<file path="src/rtl/operand_fetcher.sv">
// operand_fetcher: reads the selected matrix slot(s) from storage one element
// per cycle and unpacks them into two flattened operand buffers.
//
// state     | meaning
// ----------+---------------------------------------------------------
// IDLE      | waiting for start_fetch
// FETCH_A   | issuing reads for matrix A, one element per cycle
// FETCH_B   | issuing reads for matrix B, directly after A
// DRAIN     | no issue; last outstanding datum is captured
// DONE      | fetch_done pulse, buffers valid
// ERR       | fetch_error pulse, request rejected without any read
module operand_fetcher #(
  parameter int DATA_W    = 8,
  parameter int MAX_DIM   = 5,
  parameter int SLOT_SIZE = 25,
  parameter int ADDR_W    = 8
) (
  input  logic                        clk,
  input  logic                        rst_n,
  input  logic                        start_fetch,
  input  logic [2:0]                  op_type,
  input  logic [3:0]                  id_a,
  input  logic [3:0]                  id_b,
  input  logic [2:0]                  a_m,
  input  logic [2:0]                  a_n,
  input  logic [2:0]                  b_m,
  input  logic [2:0]                  b_n,
  output logic                        mem_rd_en,
  output logic [ADDR_W-1:0]           mem_rd_addr,
  input  logic [DATA_W-1:0]           mem_rd_data,
  output logic [DATA_W*SLOT_SIZE-1:0] mat_a_flat,
  output logic [DATA_W*SLOT_SIZE-1:0] mat_b_flat,
  output logic [2:0]                  out_m_a,
  output logic [2:0]                  out_n_a,
  output logic [2:0]                  out_m_b,
  output logic [2:0]                  out_n_b,
  output logic                        busy,
  output logic                        fetch_done,
  output logic                        fetch_error
);

  localparam int FLAT_W = DATA_W * SLOT_SIZE;
  localparam int KW     = $clog2(SLOT_SIZE);

  localparam logic [2:0] S_IDLE    = 3'd0;
  localparam logic [2:0] S_FETCH_A = 3'd1;
  localparam logic [2:0] S_FETCH_B = 3'd2;
  localparam logic [2:0] S_DRAIN   = 3'd3;
  localparam logic [2:0] S_DONE    = 3'd4;
  localparam logic [2:0] S_ERR     = 3'd5;

  localparam logic [3:0]        MAX_ID   = 4'd9;
  localparam logic [2:0]        DIM_MAX  = 3'(MAX_DIM);
  localparam logic [ADDR_W-1:0] SLOT_W   = ADDR_W'(SLOT_SIZE);

  logic [2:0]        state_q, state_d;
  logic [KW-1:0]     cnt_q, cnt_d;
  logic [2:0]        op_q, op_d;
  logic [3:0]        id_a_q, id_a_d, id_b_q, id_b_d;
  logic [2:0]        m_a_q, m_a_d, n_a_q, n_a_d, m_b_q, m_b_d, n_b_q, n_b_d;
  logic              mem_rd_en_q, mem_rd_en_d;
  logic [ADDR_W-1:0] mem_rd_addr_q, mem_rd_addr_d;
  logic              busy_q, busy_d, done_q, done_d, err_q, err_d;
  logic              tag_valid_q, tag_valid_d, tag_sel_b_q, tag_sel_b_d;
  logic [KW-1:0]     tag_k_q, tag_k_d;
  logic [FLAT_W-1:0] mat_a_q, mat_a_d, mat_b_q, mat_b_d;

  logic [5:0] len_a, len_b;
  logic       last_a, last_b, req_need_b, req_ok;

  function automatic logic needs_b(input logic [2:0] op);
    return (op == 3'b001) || (op == 3'b011) || (op == 3'b100);
  endfunction

  function automatic logic dim_ok(input logic [2:0] d);
    return (d != 3'd0) && (d <= DIM_MAX);
  endfunction

  assign len_a  = 6'(m_a_q) * 6'(n_a_q);
  assign len_b  = 6'(m_b_q) * 6'(n_b_q);
  assign last_a = (6'(cnt_q) == len_a - 6'd1);
  assign last_b = (6'(cnt_q) == len_b - 6'd1);

  assign req_need_b = needs_b(op_type);
  assign req_ok     = (id_a <= MAX_ID) && dim_ok(a_m) && dim_ok(a_n) &&
                      (!req_need_b || ((id_b <= MAX_ID) && dim_ok(b_m) && dim_ok(b_n)));

  // Next-state, read issue, capture and registered-output computation
  always_comb begin
    state_d     = state_q;
    cnt_d       = cnt_q;
    op_d        = op_q;
    id_a_d      = id_a_q;
    id_b_d      = id_b_q;
    m_a_d       = m_a_q;
    n_a_d       = n_a_q;
    m_b_d       = m_b_q;
    n_b_d       = n_b_q;
    mat_a_d     = mat_a_q;
    mat_b_d     = mat_b_q;
    tag_valid_d = mem_rd_en_q;
    tag_sel_b_d = (state_q == S_FETCH_B);
    tag_k_d     = cnt_q;

    // Data returns one cycle after the issue that produced the tag
    if (tag_valid_q) begin
      if (tag_sel_b_q) mat_b_d[tag_k_q*DATA_W +: DATA_W] = mem_rd_data;
      else             mat_a_d[tag_k_q*DATA_W +: DATA_W] = mem_rd_data;
    end

    case (state_q)
      S_IDLE: begin
        if (start_fetch) begin
          op_d    = op_type;
          id_a_d  = id_a;
          id_b_d  = id_b;
          m_a_d   = a_m;
          n_a_d   = a_n;
          m_b_d   = req_need_b ? b_m : 3'd0;
          n_b_d   = req_need_b ? b_n : 3'd0;
          mat_a_d = '0;
          mat_b_d = '0;
          cnt_d   = '0;
          state_d = req_ok ? S_FETCH_A : S_ERR;
        end
      end
      S_FETCH_A: begin
        if (last_a) begin
          cnt_d   = '0;
          state_d = needs_b(op_q) ? S_FETCH_B : S_DRAIN;
        end else begin
          cnt_d = cnt_q + KW'(1);
        end
      end
      S_FETCH_B: begin
        if (last_b) begin
          cnt_d   = '0;
          state_d = S_DRAIN;
        end else begin
          cnt_d = cnt_q + KW'(1);
        end
      end
      S_DRAIN: state_d = S_DONE;
      default: state_d = S_IDLE;
    endcase

    mem_rd_en_d   = (state_d == S_FETCH_A) || (state_d == S_FETCH_B);
    mem_rd_addr_d = '0;
    if (mem_rd_en_d)
      mem_rd_addr_d = ADDR_W'((state_d == S_FETCH_B) ? id_b_d : id_a_d) * SLOT_W
                      + ADDR_W'(cnt_d);
    busy_d = mem_rd_en_d || (state_d == S_DRAIN);
    done_d = (state_d == S_DONE);
    err_d  = (state_d == S_ERR);
  end

  // State and output registers; reset drops the read strobe and discards any tag
  always_ff @(posedge clk or negedge rst_n) begin
    if (!rst_n) begin
      state_q       <= S_IDLE;
      cnt_q         <= '0;
      op_q          <= '0;
      id_a_q        <= '0;
      id_b_q        <= '0;
      m_a_q         <= '0;
      n_a_q         <= '0;
      m_b_q         <= '0;
      n_b_q         <= '0;
      mem_rd_en_q   <= 1'b0;
      mem_rd_addr_q <= '0;
      busy_q        <= 1'b0;
      done_q        <= 1'b0;
      err_q         <= 1'b0;
      tag_valid_q   <= 1'b0;
      tag_sel_b_q   <= 1'b0;
      tag_k_q       <= '0;
      mat_a_q       <= '0;
      mat_b_q       <= '0;
    end else begin
      state_q       <= state_d;
      cnt_q         <= cnt_d;
      op_q          <= op_d;
      id_a_q        <= id_a_d;
      id_b_q        <= id_b_d;
      m_a_q         <= m_a_d;
      n_a_q         <= n_a_d;
      m_b_q         <= m_b_d;
      n_b_q         <= n_b_d;
      mem_rd_en_q   <= mem_rd_en_d;
      mem_rd_addr_q <= mem_rd_addr_d;
      busy_q        <= busy_d;
      done_q        <= done_d;
      err_q         <= err_d;
      tag_valid_q   <= tag_valid_d;
      tag_sel_b_q   <= tag_sel_b_d;
      tag_k_q       <= tag_k_d;
      mat_a_q       <= mat_a_d;
      mat_b_q       <= mat_b_d;
    end
  end

  assign mem_rd_en   = mem_rd_en_q;
  assign mem_rd_addr = mem_rd_addr_q;
  assign mat_a_flat  = mat_a_q;
  assign mat_b_flat  = mat_b_q;
  assign out_m_a     = m_a_q;
  assign out_n_a     = n_a_q;
  assign out_m_b     = m_b_q;
  assign out_n_b     = n_b_q;
  assign busy        = busy_q;
  assign fetch_done  = done_q;
  assign fetch_error = err_q;

endmodule

</file>
<file path="config.mk">
export PLATFORM = sky130hd
export DESIGN_NAME = operand_fetcher
export DESIGN_NICKNAME = d
export VERILOG_FILES = /design/src/rtl/operand_fetcher.sv
export SDC_FILE = /design/constraint.sdc
export NUM_CORES = 1
export LEC_CHECK = 0
export ABC_AREA = 1
export CORE_UTILIZATION = 52
export DETAILED_ROUTE_END_ITERATION = 12
export PLACE_DENSITY = 0.78
export SKIP_CTS_REPAIR_TIMING = 1
export SYNTH_ARGS = -nofsm -noshare
export SYNTH_HDL_FRONTEND = slang
export SYNTH_SLANG_ARGS = --single-unit
</file>
<file path="constraint.sdc">
create_clock -name clk -period 5.9 [get_ports clk]
set_input_delay 1.18 -clock clk [delete_from_list [all_inputs] [get_ports clk]]
set_output_delay 1.18 -clock clk [all_outputs]
set_load 0.02 [all_outputs]
</file>
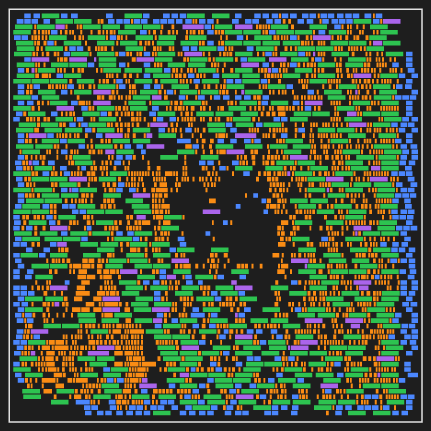
run_1/cell_classes.png
(2 px per um)
legend:
  green:
    class: flip-flops
    cells: 450
    share_of_their_area: 41%
  blue:
    class: other buffers and delay cells
    cells: 474
    share_of_their_area: 17%
  orange:
    class: all other logic
    cells: 2171
    share_of_their_area: 36%
  purple:
    class: clock drivers and dummy loads
    cells: 85
    share_of_their_area: 5.8%

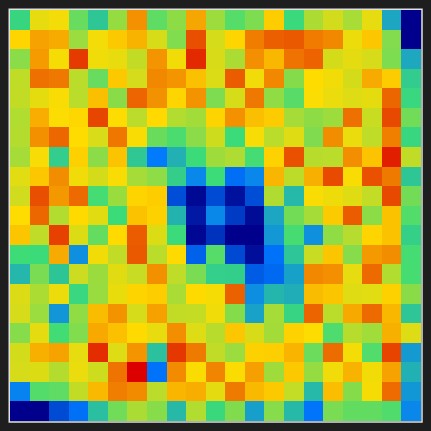
run_1/density.png
(2 px per um) 21 x 21 tiles, from dark blue (low) to red (high), 0 to 100% covered.
fullest tile: 100%
tiles over 75% full: 34%
mean over tiles: 65%
nearly empty tiles: 1.8%

==> impl_metrics.py, run 1 <==
# Metrics from the implementation run
metrics = {
    "pwr": {
        "clock_power_share": 0.455,
        "internal_power_mw": 5.17,
        "powerSeq_mw": 3.21,
        "p_sw_frac": 0.236,
        "clock_net_power_mw": 3.08,
        "power.total_mw": 6.76,
        "maxPowerGroup": "sequential cells",
        "vdd_ir_drop_max_uv": 238,
    },
    "clock_tree": {
        "numCtsBuffers": 47,
        "cts_sinks": 450,
        "cts_tree": "done",
        "clk-insertion-delay-late_ns": 0.59,
        "cts-root-buf": "clkbuf_16",
    },
    "die": {
        "chip_area_um2": 42300,
        "dieHeight_um": 206,
        "io_pins": 458,
    },
    "layout": {
        "non_clock_buffer_count": 474,
        "areaGrowthSynthToFinish_pct": 30.2,
        "finish.utilization": 0.687,
        "nonClkBufAreaFrac": 0.169,
        "post_route_cells_drive_above_1_share": 0.0550,
        "comb-cell-share": 0.299,
        "clock_buffer_count": 70,
        "seqCellArea_um2": 11300,
        "layoutNonFillerInstCount": 3714,
        "dominant-cell-class": "flip-flops and latches",
        "stdcell_area_um2": 28100,
        "final_layout_top_logic_cells": "nand2_1, clkdlybuf4s50_1, dfrtp_1",
        "insertedDiodeCount": 2,
        "seq_cells": 450,
    },
    "synth": {
        "synth.area.top_cells": "dfrtp_1, nand2_1, nor2_1",
        "top_cell_area_share": 0.522,
        "part_of_the_yosys_area_used_for_sequential_elements": 0.522,
        "yosysWarningCount": 0,
        "synth_stat.cells": 2744,
        "netlist_instances": 2744,
        "synth_xor_xnor_area_share": 0.00447,
        "post_synth_mux_area_share": 0.000464,
        "yosysChipArea_um2": 21600,
        "top_area_cell": "dfrtp_1",
        "mappedNetlistArea_um2": 21600,
        "yosysUniqueCellTypes": 37,
    },
    "critical_path": {
        "timing.critical_path.cells": "nand2_1, ha_1, inv_1, fa_1, fa_1, or2_2, nand2_1, nand2_1, nand2_1, nor2_1, nand3_1, nand2_1, inv_1, nand3_2, o21ai_1, ha_1, fa_1, ha_1, a21oi_1, o21ai_0, a21o_1, a21oi_1, xor2_1, a21oi_1",
        "worst_setup_path_start_kind": "flip-flop",
        "worst_reg2reg_setup_slack_ns": 0.54,
        "crit_path_largest_cell_delay_ns": 0.48,
        "worstRegToRegCells": 24,
        "worst_ep_arrival_time_ns": 5.80,
        "critical_path_buf_inv_count": 2,
    },
    "final_timing": {
        "timing.slew.headroom": 0.194,
        "setup_ws_ns": 0.545,
        "worst_slew_pin_tran_ns": 1.20,
        "number_of_pins_exceeding_their_max_slew_limit_in_the_final_report": 0,
        "finalWorstPathRequiredPeriod_ns": 5.36,
        "timing.final.crit_share": 0.908,
        "final.hold.worst_slack_ns": 0.396,
    },
    "drt": {
        "drtIter0Drc": 1779,
        "routed-via-count": 20200,
        "drc": 0,
        "wire_per_inst_um": 19.4,
        "top_signal_layer_used": "met5",
        "ant_nets": 0,
        "dr_wl_met2_um": 33100,
    },
    "run_status": {
        "status": "completed",
    },
    "min_path": {
        "startpoint_of_the_lowest_slack_hold_path": "mem_rd_en",
        "min-delay-path-class": "reg -> reg",
    },
    "place": {
        "port_buffers": 457,
        "gp_congestion": 0.900,
    },
    "grt": {
        "grt_start_max_net_pins": 189,
        "via_count_of_the_first_global_routing_pass": 19400,
    },
}
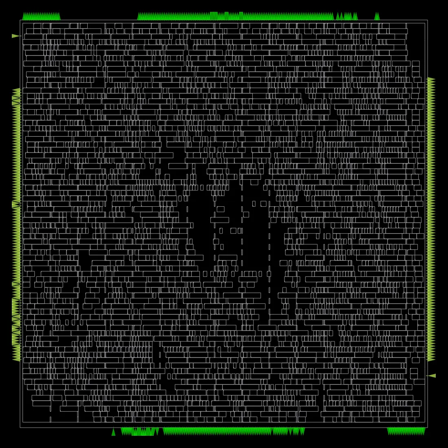
run_1/final_placement.png
core outline area: 40800 um^2
FP Rows: 74
fillcell total: 3282

run_1/port_nets.png
(1.5 px per um)
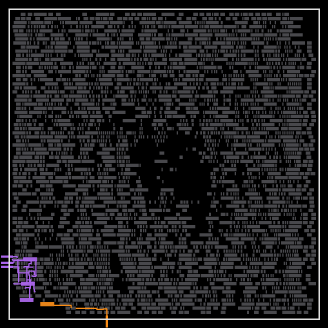

==> inputs of run 2 (changes only) <==
--- a/config.mk
+++ b/config.mk
@@ -7,6 +7,7 @@
 export LEC_CHECK = 0
 export ABC_AREA = 1
 export CORE_UTILIZATION = 52
+export CTS_CLUSTER_SIZE = 14
 export DETAILED_ROUTE_END_ITERATION = 12
 export PLACE_DENSITY = 0.78
 export SKIP_CTS_REPAIR_TIMING = 1
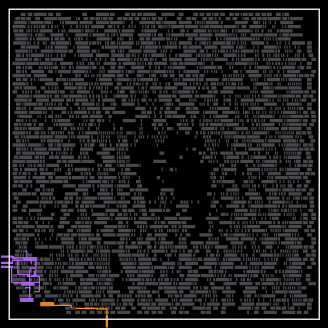
run_2/port_nets.png
(1.5 px per um)
legend:
  purple:
    port: `out_n_a`
    bits: 3
    direction: output
    edge: west
    end_cells: 3
    buffers: 3
    wire: 164 um
  orange:
    port: `fetch_error`
    bits: 1
    direction: output
    edge: south
    end_cells: 1
    buffers: 1
    wire: 40.2 um

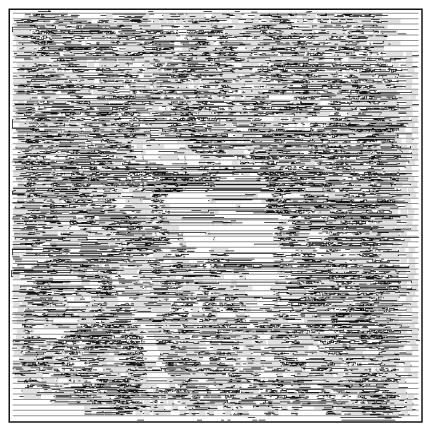
run_2/met1.png
(2 px per um) Supply wires on this layer in gray.
longest straight run: 60.3 um
share of all routed wire: 40%

==> run 2 against run 1 <==
  * Via count fell by 0.35%
  * Synthesized cell count unchanged
  * Non-clock buffer count unchanged
  * Die area unchanged
  * Clock skew barely moved
  * Critical path depth is 1 lower
  * Utilization is essentially flat
  * Register-to-register slack is essentially flat
  * Global-route usage about the same
==> impl_metrics.py, run 2 <==
# Metrics from the implementation run
metrics = {
    "clock_tree": {
        "cts_sinks": 450,
        "cts-root-buf": "clkbuf_16",
        "numCtsBuffers": 47,
        "clk-insertion-delay-late_ns": 0.59,
        "cts_tree": "done",
    },
    "synth": {
        "synth_xor_xnor_area_share": 0.00447,
        "top_cell_area_share": 0.522,
        "mappedNetlistArea_um2": 21600,
        "yosysUniqueCellTypes": 37,
        "synth_stat.cells": 2744,
        "part_of_the_yosys_area_used_for_sequential_elements": 0.522,
        "yosysChipArea_um2": 21600,
        "post_synth_mux_area_share": 0.000464,
        "netlist_instances": 2744,
    },
    "layout": {
        "insertedDiodeCount": 2,
        "comb-cell-share": 0.299,
        "seq_cells": 450,
        "finish.utilization": 0.687,
        "nonClkBufAreaFrac": 0.169,
        "fillers": 3277,
        "dominant-cell-class": "flip-flops and latches",
        "areaGrowthSynthToFinish_pct": 30.1,
        "layoutNonFillerInstCount": 3714,
        "seqCellArea_um2": 11300,
        "stdcell_area_um2": 28100,
        "nMultiInputCombCells": 1799,
        "non_clock_buffer_count": 474,
    },
    "run_status": {
        "status": "completed",
    },
    "pwr": {
        "power.total_mw": 6.75,
        "powerSeq_mw": 3.21,
        "clock_net_power_mw": 3.06,
        "maxPowerGroup": "sequential cells",
        "p_sw_frac": 0.236,
        "vdd_ir_drop_max_uv": 238,
        "internal_power_mw": 5.15,
        "clock_power_share": 0.454,
    },
    "critical_path": {
        "crit_path_largest_cell_delay_ns": 0.53,
        "critical_path_buf_inv_count": 1,
        "worst_ep_arrival_time_ns": 5.81,
        "worst_reg2reg_setup_slack_ns": 0.53,
        "worst_setup_path_start_kind": "flip-flop",
    },
    "drt": {
        "ant_nets": 0,
        "drtIter0Drc": 1745,
        "top_signal_layer_used": "met5",
        "wire_per_inst_um": 19.4,
        "routed-via-count": 20100,
    },
    "min_path": {
        "min-delay-path-class": "reg -> reg",
        "startpoint_of_the_lowest_slack_hold_path": "mem_rd_en",
        "min_delay_path_depth": 0,
    },
    "place": {
        "gp_congestion": 0.900,
    },
    "final_timing": {
        "worst_slew_pin_tran_ns": 1.17,
        "timing.slew.headroom": 0.216,
        "setup_ws_ns": 0.534,
        "finalWorstPathRequiredPeriod_ns": 5.37,
        "number_of_pins_exceeding_their_max_slew_limit_in_the_final_report": 0,
        "final.hold.worst_slack_ns": 0.394,
    },
    "die": {
        "io_pins": 458,
        "placementRows": 74,
        "dieHeight_um": 206,
        "fp.coreArea_um2": 40800,
        "chip_area_um2": 42300,
    },
    "grt": {
        "via_count_of_the_first_global_routing_pass": 19500,
        "grt_start_max_net_pins": 189,
        "global_route_wire_length_before_repair_um": 110000,
    },
}
Power figures rest on the tool's default switching activity, not on a simulated workload.
